[src/rtl/pps_gate_if.sv]
// pps_gate_if: counter strobes and result handshake between the gate controller and the counter/SPI side
//   master: drives cnt_clear, cnt_en, cnt_latch, result_valid, result_saturated; samples cnt_saturated, result_ack
//   slave : the counter datapath / SPI register map side
interface pps_gate_if;
  logic cnt_clear;
  logic cnt_en;
  logic cnt_latch;
  logic cnt_saturated;
  logic result_valid;
  logic result_saturated;
  logic result_ack;
  modport master(
    output cnt_clear, cnt_en, cnt_latch, result_valid, result_saturated,
    input  cnt_saturated, result_ack
  );
  modport slave(
    input  cnt_clear, cnt_en, cnt_latch, result_valid, result_saturated,
    output cnt_saturated, result_ack
  );
endinterface

[src/rtl/pps_gate_controller.sv]
// pps_gate_controller: opens/closes PPS-aligned measurement gates and hands latched results to SPI
//   clk, rst_n       : system clock, async active-low reset
//   pps_in           : raw asynchronous GPS 1PPS pin
//   measure_en       : level enable, 0 forces IDLE
//   gate_len         : gate spans gate_len+1 PPS intervals, sampled at gate start
//   bus              : counter strobes (clear/en/latch/saturated) and result valid/ack handshake
//   overrun, pps_lost: sticky status flags
//   gate_pos         : PPS intervals completed in the current gate
module pps_gate_controller #(
  parameter int GATE_WIDTH     = 4,
  parameter int TIMEOUT_CYCLES = 16777215
) (
  input  logic                  clk,
  input  logic                  rst_n,
  input  logic                  pps_in,
  input  logic                  measure_en,
  input  logic [GATE_WIDTH-1:0] gate_len,
  pps_gate_if.master            bus,
  output logic                  overrun,
  output logic                  pps_lost,
  output logic [GATE_WIDTH-1:0] gate_pos
);
  localparam int TW = $clog2(TIMEOUT_CYCLES + 1);
  typedef enum logic [1:0] {IDLE, RUN, HOLDOVER} state_t;
  state_t state, state_nx;
  logic sync0, sync1, hist, pps_edge;
  logic [TW-1:0] tmo, tmo_nx;
  logic [GATE_WIDTH-1:0] gate_cur, gate_cur_nx, gate_pos_nx;
  logic sat_seen, sat_seen_nx;
  logic start, gate_end, step, expire;
  logic clear_nx, latch_nx, en_nx, valid_nx, rsat_nx, overrun_nx, lost_nx;
  assign pps_edge = sync1 & ~hist;
  assign start    = state != RUN && measure_en && pps_edge;
  assign gate_end = state == RUN && measure_en && pps_edge && gate_pos == gate_cur;
  assign step     = state == RUN && measure_en && pps_edge && gate_pos != gate_cur;
  // Expiry is decided one cycle early so the registered outputs change exactly
  // TIMEOUT_CYCLES cycles after the strobes of the last edge; a coincident edge wins.
  assign expire   = state == RUN && measure_en && !pps_edge && tmo == TW'(TIMEOUT_CYCLES - 1);
  always_ff @(posedge clk or negedge rst_n)
    if (!rst_n) state <= IDLE;
    else state <= state_nx;
  always_comb begin
    state_nx = !measure_en ? IDLE : start ? RUN : expire ? HOLDOVER : state;
  end
  always_comb begin
    clear_nx    = start | gate_end;
    latch_nx    = gate_end;
    en_nx       = state_nx == RUN;
    tmo_nx      = (pps_edge || state != RUN) ? '0 : tmo == TW'(TIMEOUT_CYCLES) ? tmo : tmo + TW'(1);
    gate_cur_nx = (start | gate_end) ? gate_len : gate_cur;
    gate_pos_nx = (start | gate_end) ? '0 : step ? gate_pos + GATE_WIDTH'(1) : gate_pos;
    sat_seen_nx = (start | gate_end) ? 1'b0 : (state == RUN && bus.cnt_saturated) ? 1'b1 : sat_seen;
    rsat_nx     = gate_end ? (sat_seen | bus.cnt_saturated) : bus.result_saturated;
    // The handshake follows the registered latch strobe, so an ack seen together
    // with cnt_latch consumes the previous result rather than the new one.
    valid_nx    = bus.cnt_latch | (bus.result_valid & ~bus.result_ack);
    overrun_nx  = ~(bus.result_ack & bus.result_valid) & (overrun | (bus.cnt_latch & bus.result_valid));
    lost_nx     = start ? 1'b0 : expire ? 1'b1 : pps_lost;
  end
  always_ff @(posedge clk or negedge rst_n)
    if (!rst_n) begin
      {sync0, sync1, hist} <= '0;
      tmo                  <= '0;
      gate_cur             <= '0;
      gate_pos             <= '0;
      sat_seen             <= 1'b0;
      bus.cnt_clear        <= 1'b0;
      bus.cnt_latch        <= 1'b0;
      bus.cnt_en           <= 1'b0;
      bus.result_valid     <= 1'b0;
      bus.result_saturated <= 1'b0;
      overrun              <= 1'b0;
      pps_lost             <= 1'b0;
    end else begin
      {sync0, sync1, hist} <= {pps_in, sync0, sync1};
      tmo                  <= tmo_nx;
      gate_cur             <= gate_cur_nx;
      gate_pos             <= gate_pos_nx;
      sat_seen             <= sat_seen_nx;
      bus.cnt_clear        <= clear_nx;
      bus.cnt_latch        <= latch_nx;
      bus.cnt_en           <= en_nx;
      bus.result_valid     <= valid_nx;
      bus.result_saturated <= rsat_nx;
      overrun              <= overrun_nx;
      pps_lost             <= lost_nx;
    end
endmodule
[src/flat_wrapper.sv]
// flat-port wrapper written by rule: the top's interface ports become plain ports
module pps_gate_controller_flat 
#(
  parameter int GATE_WIDTH     = 4,
  parameter int TIMEOUT_CYCLES = 16777215
)
  (clk, rst_n, pps_in, measure_en, gate_len, overrun, pps_lost, gate_pos, bus_cnt_clear, bus_cnt_en, bus_cnt_latch, bus_result_valid, bus_result_saturated, bus_cnt_saturated, bus_result_ack);
  pps_gate_if bus_i ();
  input  logic clk;
  input  logic rst_n;
  input  logic pps_in;
  input  logic measure_en;
  input  logic [GATE_WIDTH-1:0] gate_len;
  output logic overrun;
  output logic pps_lost;
  output logic [GATE_WIDTH-1:0] gate_pos;
  output wire logic [$bits(bus_i.cnt_clear)-1:0] bus_cnt_clear;
  output wire logic [$bits(bus_i.cnt_en)-1:0] bus_cnt_en;
  output wire logic [$bits(bus_i.cnt_latch)-1:0] bus_cnt_latch;
  output wire logic [$bits(bus_i.result_valid)-1:0] bus_result_valid;
  output wire logic [$bits(bus_i.result_saturated)-1:0] bus_result_saturated;
  input wire logic [$bits(bus_i.cnt_saturated)-1:0] bus_cnt_saturated;
  input wire logic [$bits(bus_i.result_ack)-1:0] bus_result_ack;
  assign bus_cnt_clear = bus_i.cnt_clear;
  assign bus_cnt_en = bus_i.cnt_en;
  assign bus_cnt_latch = bus_i.cnt_latch;
  assign bus_result_valid = bus_i.result_valid;
  assign bus_result_saturated = bus_i.result_saturated;
  assign bus_i.cnt_saturated = bus_cnt_saturated;
  assign bus_i.result_ack = bus_result_ack;
  pps_gate_controller #(.GATE_WIDTH(GATE_WIDTH), .TIMEOUT_CYCLES(TIMEOUT_CYCLES)) u_core (.clk(clk), .rst_n(rst_n), .pps_in(pps_in), .measure_en(measure_en), .gate_len(gate_len), .bus(bus_i), .overrun(overrun), .pps_lost(pps_lost), .gate_pos(gate_pos));
endmodule
[config.mk]
export PLATFORM = sky130hd
export DESIGN_NAME = pps_gate_controller_flat
export DESIGN_NICKNAME = d
export VERILOG_FILES = /design/src/rtl/pps_gate_if.sv /design/src/rtl/pps_gate_controller.sv /design/src/flat_wrapper.sv
export SDC_FILE = /design/constraint.sdc
export NUM_CORES = 1
export LEC_CHECK = 0
export CAP_MARGIN = 0
export CORE_ASPECT_RATIO = 0.9
export CORE_MARGIN = 8
export CORE_UTILIZATION = 56
export CTS_CLUSTER_SIZE = 24
export DETAILED_ROUTE_END_ITERATION = 10
export PLACE_DENSITY = 0.78
export SKIP_CTS_REPAIR_TIMING = 1
export SYNTH_ARGS = -nofsm -noshare
export SYNTH_HDL_FRONTEND = slang
export SYNTH_SLANG_ARGS = --single-unit
[constraint.sdc]
create_clock -name clk -period 2.08 [get_ports clk]
set_clock_uncertainty 0.1 [all_clocks]
set_input_delay 0.416 -clock clk [delete_from_list [all_inputs] [get_ports clk]]
set_output_delay 0.416 -clock clk [all_outputs]
set_load 0.01 [all_outputs]
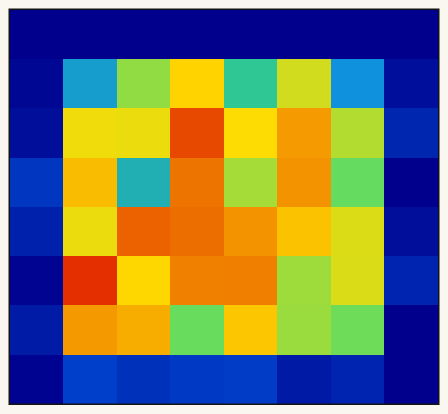
**Above:** run 1 (cell density map).
8 x 8 tiles, from dark blue (low) to red (high), 0 to 100% covered.
tiles over 75% full = 27%
nearly empty tiles = 22%
mean over tiles = 42%
fullest tile = 95%
total core area: 3730 um^2
Core Util, Final: 70.1%
floorplan utilization: 58.4%

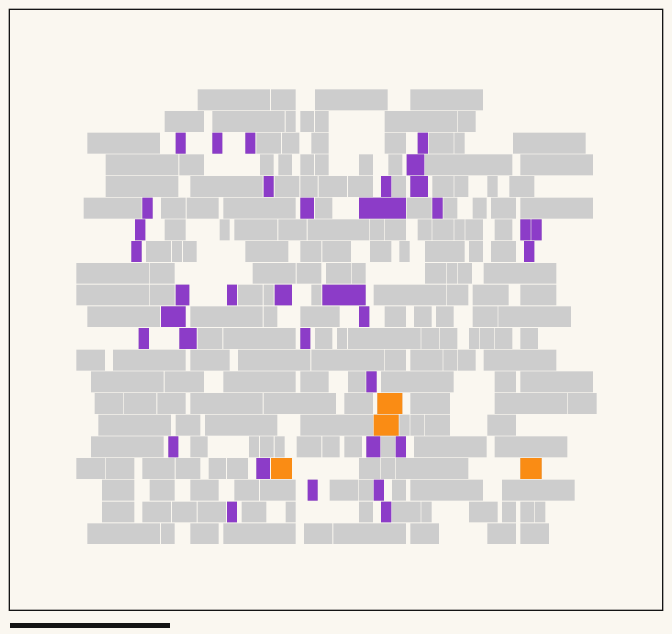
**Above:** run 1 (gate-type map).
Bar = 20 um.
AND-OR and OR-AND gates -> orange  # cells 4, where south
NOR gates -> purple  # cells 35, most used nor2_1

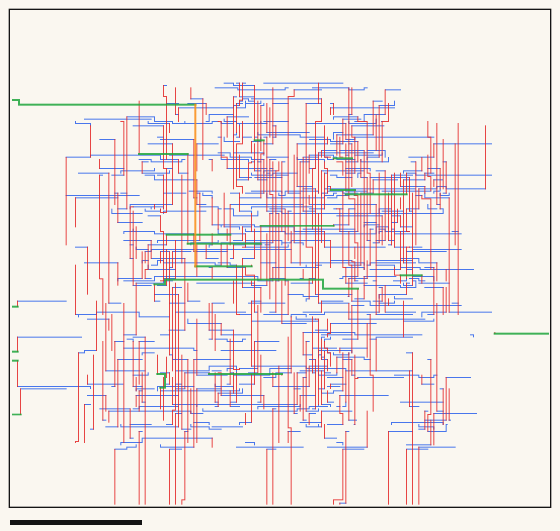
**Above:** run 1 (routed metal, one colour a layer).
Bar = 20 um.
met4 -> orange  # wire length 24.5 um
met3 -> green  # wire length 155 um
met2 -> red  # wire length 2,290 um
met1 -> blue  # wire length 2,020 um
Routed Wire Length: 4.49 mm
total global-route track usage: 16.5%
drt wl/cell: 15.8 um

==> flow_summary.yaml, run 1 <==
# yosys + openroad results
run_status:
  status: "complete, but fails checks"
  violations: "hold timing"
layout:
  fin_area_um2: 2620
  area_growth_pct: 20.0
  drive_above_1_share_pct: 18.1
  fin_nets: 250
detailed_routing:
  ant_nets: 0
  vias: 1648
  drt_iter0_drc: 122
power:
  power.density_nw_per_um2: 755
  leakage_nw: 1.06
worst_setup_path:
  crit_fanout: 5
  crit_path_top_delay_cell: "dfrtp_1"
  critPathTopFamily: "flip-flops"
  r2r_end: "u_core.tmo[19]"
  cp_num_buf_inv: 1
  reg2reg_setup_slack_ns: 0.09
  cpPeakStageDelay_ns: 0.44
  crit_path_end_kind: "register"
  crit-reg2reg-launch: "u_core.tmo[0]"
floorplan:
  dieArea_um2: 6140
  io_pins: 21
sta:
  tightest_slew_ns: 0.562
  hold_violations: 19
  slew_headroom_pct: 62.5
  whs_ns: -0.00858
  timing.final.crit_share_pct: 95.6
  setup_tns_ns: 0
  fin_ws_ns: 0.0905
clocking:
  cts_max_level: 2
  numCtsBuffers: 5
  ctsLongestPathBuffers: 2
  numClockSinks: 45
place:
  place_ws_ns: 0.117
  place_area_um2: 2490
  port_buffers: 20
  place.gp.congestion: 0.922
synthesis:
  syn_nets: 218
  async_flop_share_pct: 100
  top_area_share_pct: 51.7
  ys.flop_type: "dfrtp_1"
  ys_ff: 45
  synth.distinct_cells: 39
  synth-edff-count: 0
  ys_area_um2: 2180
  avgSynthCellArea_um2: 10.6
run:
  max_cap_viol_count: 0
  warnings: 28
global_routing:
  grt-ovfl-total: 0
  use_met2_pct: 27.0
run 1: layout make-up:
cell class / count / area, um^2 / area share, %
sequential: 45 / 1130 / 43.1
multi-input combinational: 149 / 1010 / 38.6
timing repair buffer: 29 / 275 / 10.5
clock buffer: 6 / 82.6 / 3.16
tap: 46 / 57.6 / 2.20
clock inverter: 2 / 37.5 / 1.44
inverter: 7 / 26.3 / 1.00
run 1: how the worst max path moves through the flow:
stage | to | cells after the start | from
after floorplan | u_core.tmo[23] | 6 | u_core.tmo[0]
after global placement | u_core.tmo[19] | 7 | u_core.tmo[0]
after detailed placement | u_core.tmo[15] | 6 | u_core.tmo[0]
after CTS | u_core.tmo[17] | 7 | u_core.tmo[0]
after global routing | u_core.tmo[19] | 7 | u_core.tmo[0]
final | u_core.tmo[19] | 7 | u_core.tmo[0]
run 1: power breakdown:
part,internal (W),switching [W],leakage (nW)
Sequential,0.000940,0.0000633,0.601
Combinational,0.000158,0.000125,0.400
Clock,0.000390,0.000297,0.0574
Total,0.00149,0.000486,1.06
run 1: state kept, by name, summed over array words and instances, names as in the netlist, 2 cells and up:
signal	cells
u_core.tmo	24
u_core.gate_cur	4
u_core.gate_pos	4
u_core.state	2
run 1: cells by family after synthesis:
logic type / synth area share [%]
XOR/XNOR: 8.85
adder cells (fa/ha/maj): 1.72
AND-OR/OR-AND: 11.0
flip-flops: 51.7
buffers and inverters: 2.24
AND/OR/NAND/NOR: 22.0
multiplexers: 2.53
run 1: metrics by stage:
step	total power (W)	hold WS (ns)	cells	util, %
detailed placement	0.00131	0.263	276	66.7
finish	0.00197	-0.00858	284	70.1
CTS	0.00199	0.0156	284	69.9
floorplan	0.00115	0.0204	205	-
global placement	0.00129	0.232	276	66.7
global route	0.00206	0.0308	284	70.1
==> run 1 -> run 2 <==
--- a/config.mk
+++ b/config.mk
@@ -11,8 +11,10 @@
 export CORE_UTILIZATION = 56
 export CTS_CLUSTER_SIZE = 24
 export DETAILED_ROUTE_END_ITERATION = 10
+export HOLD_SLACK_MARGIN = 0.03
 export PLACE_DENSITY = 0.78
 export SKIP_CTS_REPAIR_TIMING = 1
 export SYNTH_ARGS = -nofsm -noshare
 export SYNTH_HDL_FRONTEND = slang
 export SYNTH_SLANG_ARGS = --single-unit
+export TNS_END_PERCENT = 100
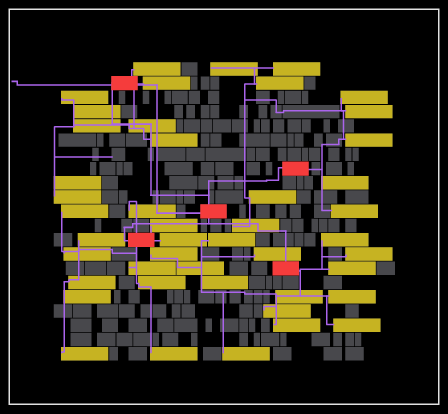
**Above:** run 2 (routed clock nets over the placement).
cells driving clock nets -> red  # count 5
flip-flops -> yellow  # count 45
clock wires -> purple  # length 543 um
routed clock nets = 6
clk pwr: 0.000688 W
clock network power share: 34.8%

==> run 2 against run 1 <==
Net effect:
- the run still ends with hold timing left
- clock power barely moved
- combinational power barely moved
- via count did not move
- register-to-register slack barely moved
- worst hold slack did not move
- utilization did not move
- global-route usage did not move
- synthesized cell count did not move
- critical path depth did not move
- count of clock-buffer cells in the layout did not move
==> flow_summary.yaml, run 2 <==
# yosys + openroad results
synthesis:
  xor_area_share_pct: 8.85
  ys.flop_type: "dfrtp_1"
  ys_area_um2: 2180
  async_flop_share_pct: 100
  fa_ha_area_share_pct: 1.72
  top_area_share_pct: 51.7
clocking:
  cts_max_level: 2
  ctsLongestPathBuffers: 2
run:
  warnings: 28
sta:
  slew_headroom_pct: 62.5
  hold_violations: 19
  whs_ns: -0.00858
worst_setup_path:
  cp-endpoint: "u_core.tmo[19]"
  cp_num_buf_inv: 1
  critPathLaunch: "u_core.tmo[0]"
  cp_num_cells: 7
detailed_routing:
  vias: 1648
  drt-total-wl_mm: 4.49
run_status:
  violations: "hold timing"
  status: "complete, but fails checks"
global_routing:
  grt-ovfl-total: 0
power:
  p_sw_share_pct: 24.6
  power.internal_w: 0.00149
  power.density_nw_per_um2: 755
place:
  place_ws_ns: 0.117
  place.gp.congestion: 0.922
layout:
  fin_nets: 250
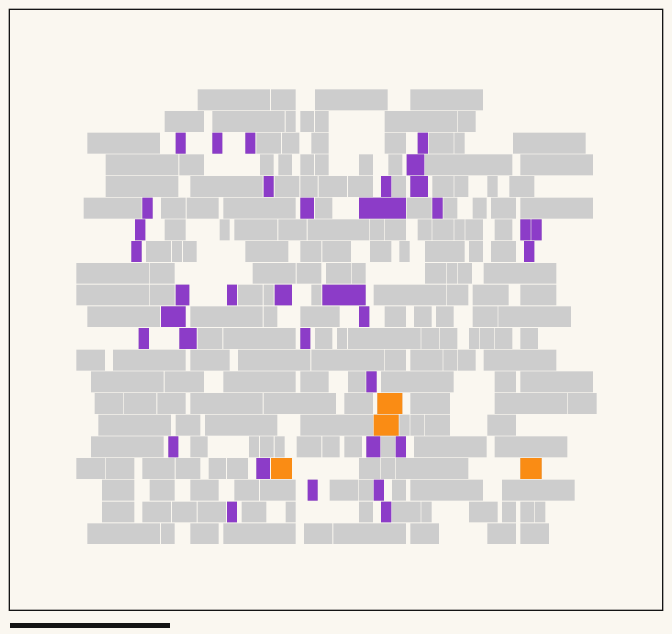
**Above:** run 2 (gate-type map).
Bar = 20 um.
NOR gates -> purple  # cells 35, most used nor2_1
AND-OR and OR-AND gates -> orange  # cells 4, where south
Commonest Layout Cell: dfrtp_1
Comb area share: 38.6%
Non-Filler Instances: 284

-- run 2: cell counts after synthesis --
Identical to the previous run, type by type.
-- run 2: metal layers --
metal / vias to the layer above / GRT usage [%]
li1: 794 / -
met1: 820 / 20.6
met2: 32 / 27.0
met3: 2 / 3.58
met4: 0 / 6.61
met5: - / 0
-- run 2: final cells by class --
type,instances,area (um^2)
clock buffer,6,82.6
inverter,7,26.3
tap,46,57.6
clock inverter,2,37.5
timing repair buffer,29,275
multi-input combinational,149,1010
sequential,45,1130
fill,270,1120
-- run 2: worst min-delay path by stage --
stage,start,slack (ns),end,cells after the start
floorplan,rst_n,0.02,u_core.bus.cnt_clear,0
global placement,u_core.sync0,0.23,u_core.sync1,0
detailed placement,u_core.sync0,0.26,u_core.sync1,0
CTS,rst_n,0.02,u_core.gate_pos[1],1
global route,rst_n,0.03,u_core.gate_pos[1],1
finish,rst_n,-0.009,u_core.gate_pos[1],1
-- run 2: power by group through the flow --
stage	Sequential, W	Clock (W)	Combinational, W
final	0.00100	0.000688	0.000284
after floorplan	0.00102	0	0.000126
after CTS	0.00100	0.000698	0.000289
after global routing	0.00101	0.000732	0.000312
after global placement	0.00102	0	0.000277
after detailed placement	0.00102	0	0.000286
-- run 2: metrics by stage --
stage	TNS [ns]	util (%)
2_1_floorplan	0	-
3_3_place_gp	0	66.7
3_5_place_dp	0	66.7
4_1_cts	0	69.9
5_1_grt	-0.0786	70.1
6_report	0	70.1
-- run 2: cells by family (layout without fill, tap and decap cells) --
family	after synthesis	after routing
buffers and inverters	11	44
muxes	5	5
and+or+nand+nor	83	83
DFF	45	45
xor gates and xnor gates	22	22
adders and majority gates	3	3
AOI/OAI and AO/OA	36	36
==> run 2 -> run 3 <==
--- a/config.mk
+++ b/config.mk
@@ -5,6 +5,7 @@
 export SDC_FILE = /design/constraint.sdc
 export NUM_CORES = 1
 export LEC_CHECK = 0
+export ABC_CLOCK_PERIOD_IN_PS = 2080
 export CAP_MARGIN = 0
 export CORE_ASPECT_RATIO = 0.9
 export CORE_MARGIN = 8
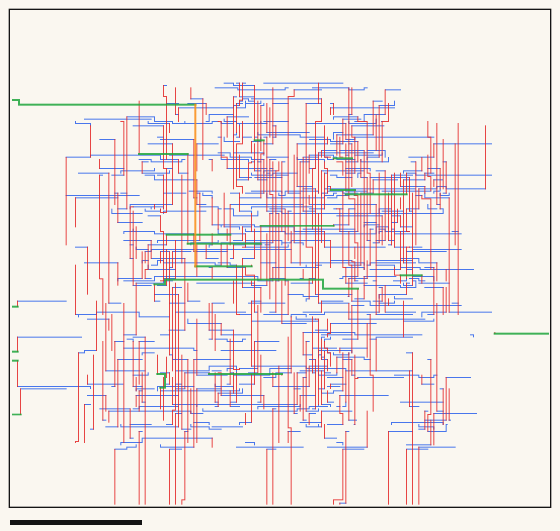
**Above:** run 3 (routed metal, one colour a layer).
Bar = 20 um.
met4 -> orange  # wire length 24.5 um
met3 -> green  # wire length 155 um
met1 -> blue  # wire length 2,020 um
met2 -> red  # wire length 2,290 um
via count: 1,648

==> run 3 against run 2 <==
Net effect:
- the flow still finishes with violations (hold timing)
- first-iteration DRC count did not move
- area after synthesis is the same
- largest power group unchanged
- non-clock buffer count did not move
- routed wire length stayed put
- sequential power hardly changed
- via count did not move
- utilization is the same
==> flow_summary.yaml, run 3 <==
# yosys + openroad results
run_status:
  status: "complete, but fails checks"
  violations: "hold timing"
layout:
  fin_area_um2: 2620
  fin_nets: 250
  top_register: "u_core.tmo"
  stdcell_count: 284
  drive_above_1_share_pct: 18.1
  largestRegisters: "u_core.tmo (24), u_core.gate_cur (4), u_core.gate_pos (4)"
  postLayoutCoreUtil_pct: 70.1
  largest_reg_flops: 24
  lay_top_count: "dfrtp_1"
  area_growth_pct: 20.0
  n_fill_cell: 270
floorplan:
  core_um2: 3730
  dieArea_um2: 6140
  io_pins: 21
  fp_util_pct: 58.4
place:
  place_ws_ns: 0.117
  place.gp.congestion: 0.922
  place_area_um2: 2490
  placed_cells: 276
  port_buffers: 20
clocking:
  numClockSinks: 45
  ctsLongestPathBuffers: 2
  cts_max_level: 2
  numCtsBuffers: 5
worst_setup_path:
  cp_num_buf_inv: 1
  crit_fanout: 5
  cpPeakStageDelay_ns: 0.44
  reg2reg_setup_slack_ns: 0.09
synthesis:
  synth-edff-count: 0
  ys.flop_type: "dfrtp_1"
  async_flop_share_pct: 100
  ys_ff: 45
  syn_nets: 218
  top_area_share_pct: 51.7
detailed_routing:
  drt_iter0_drc: 122
  drt-total-wl_mm: 4.49
  ant_nets: 0
  avgRoutedWirePerCell_um: 15.8
power:
  power.density_nw_per_um2: 755
sta:
  whs_ns: -0.00858
  fin_ws_ns: 0.0905
  hold_violations: 19
  tightest_slew_ns: 0.562
  slew_headroom_pct: 62.5
global_routing:
  grt-ovfl-total: 0
run:
  warnings: 28
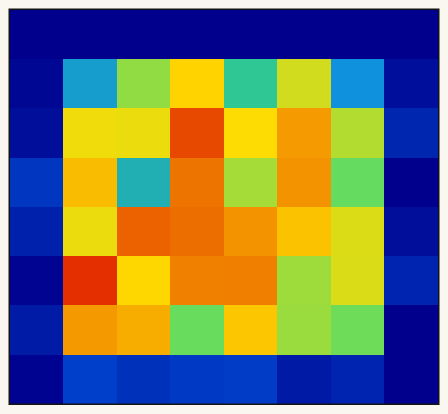
**Above:** run 3 (cell density map).
8 x 8 tiles, from dark blue (low) to red (high), 0 to 100% covered.
mean over tiles = 42%
densest ninth of the die = centre
fullest tile = 95%
tiles over 75% full = 27%
nearly empty tiles = 22%

==> run 3: cell counts in the layout (fill, tap and decap cells not counted) <==
Identical to the previous run, type by type.
==> run 3: logic make-up (layout without fill, tap and decap cells) <==
| kind of cell | Yosys count | after routing | share of synthesized area, % |
|---|---|---|---|
| AOI/OAI and AO/OA | 36 | 36 | 11.0 |
| xor gates and xnor gates | 22 | 22 | 8.85 |
| adders and majority gates | 3 | 3 | 1.72 |
| buffers and inverters | 11 | 44 | 2.24 |
| DFF | 45 | 45 | 51.7 |
| muxes | 5 | 5 | 2.53 |
| and+or+nand+nor | 83 | 83 | 22.0 |
==> run 3: cell type report <==
type | instances | area (um^2) | area share [%]
flip-flops and latches | 45 | 1130 | 43.1
multi-input cells | 149 | 1010 | 38.6
repair buffers | 29 | 275 | 10.5
clock buffers | 6 | 82.6 | 3.16
well taps | 46 | 57.6 | 2.20
clock inverters | 2 | 37.5 | 1.44
inverters | 7 | 26.3 | 1.00
==> run 3: final timing paths <==
path / cells past startpoint / endpoint / start
min reg2reg: 0 / u_core.sync1 / u_core.sync0
max: 7 / u_core.tmo[19] / u_core.tmo[0]
max reg2reg: 7 / u_core.tmo[19] / u_core.tmo[0]
max in group asynchronous: 2 / u_core.tmo[12] / rst_n
min in group clk: 0 / u_core.sync1 / u_core.sync0
min: 1 / u_core.gate_pos[1] / rst_n
==> run 3: routing by layer <==
layer	GRT usage, %	wire (um)	up-vias
li1	-	-	794
met3	3.58	155	2
met4	6.61	24	0
met5	0	0	-
met2	27.0	2290	32
met1	20.6	2020	820
==> run 3: where the power goes <==
group / leakage, nW / switching, W / total, W / internal, W
Clock: 0.0574 / 0.000297 / 0.000688 / 0.000390
Sequential: 0.601 / 0.0000633 / 0.00100 / 0.000940
Combinational: 0.400 / 0.000125 / 0.000284 / 0.000158
Power figures rest on the tool's default switching activity, not on a simulated workload.
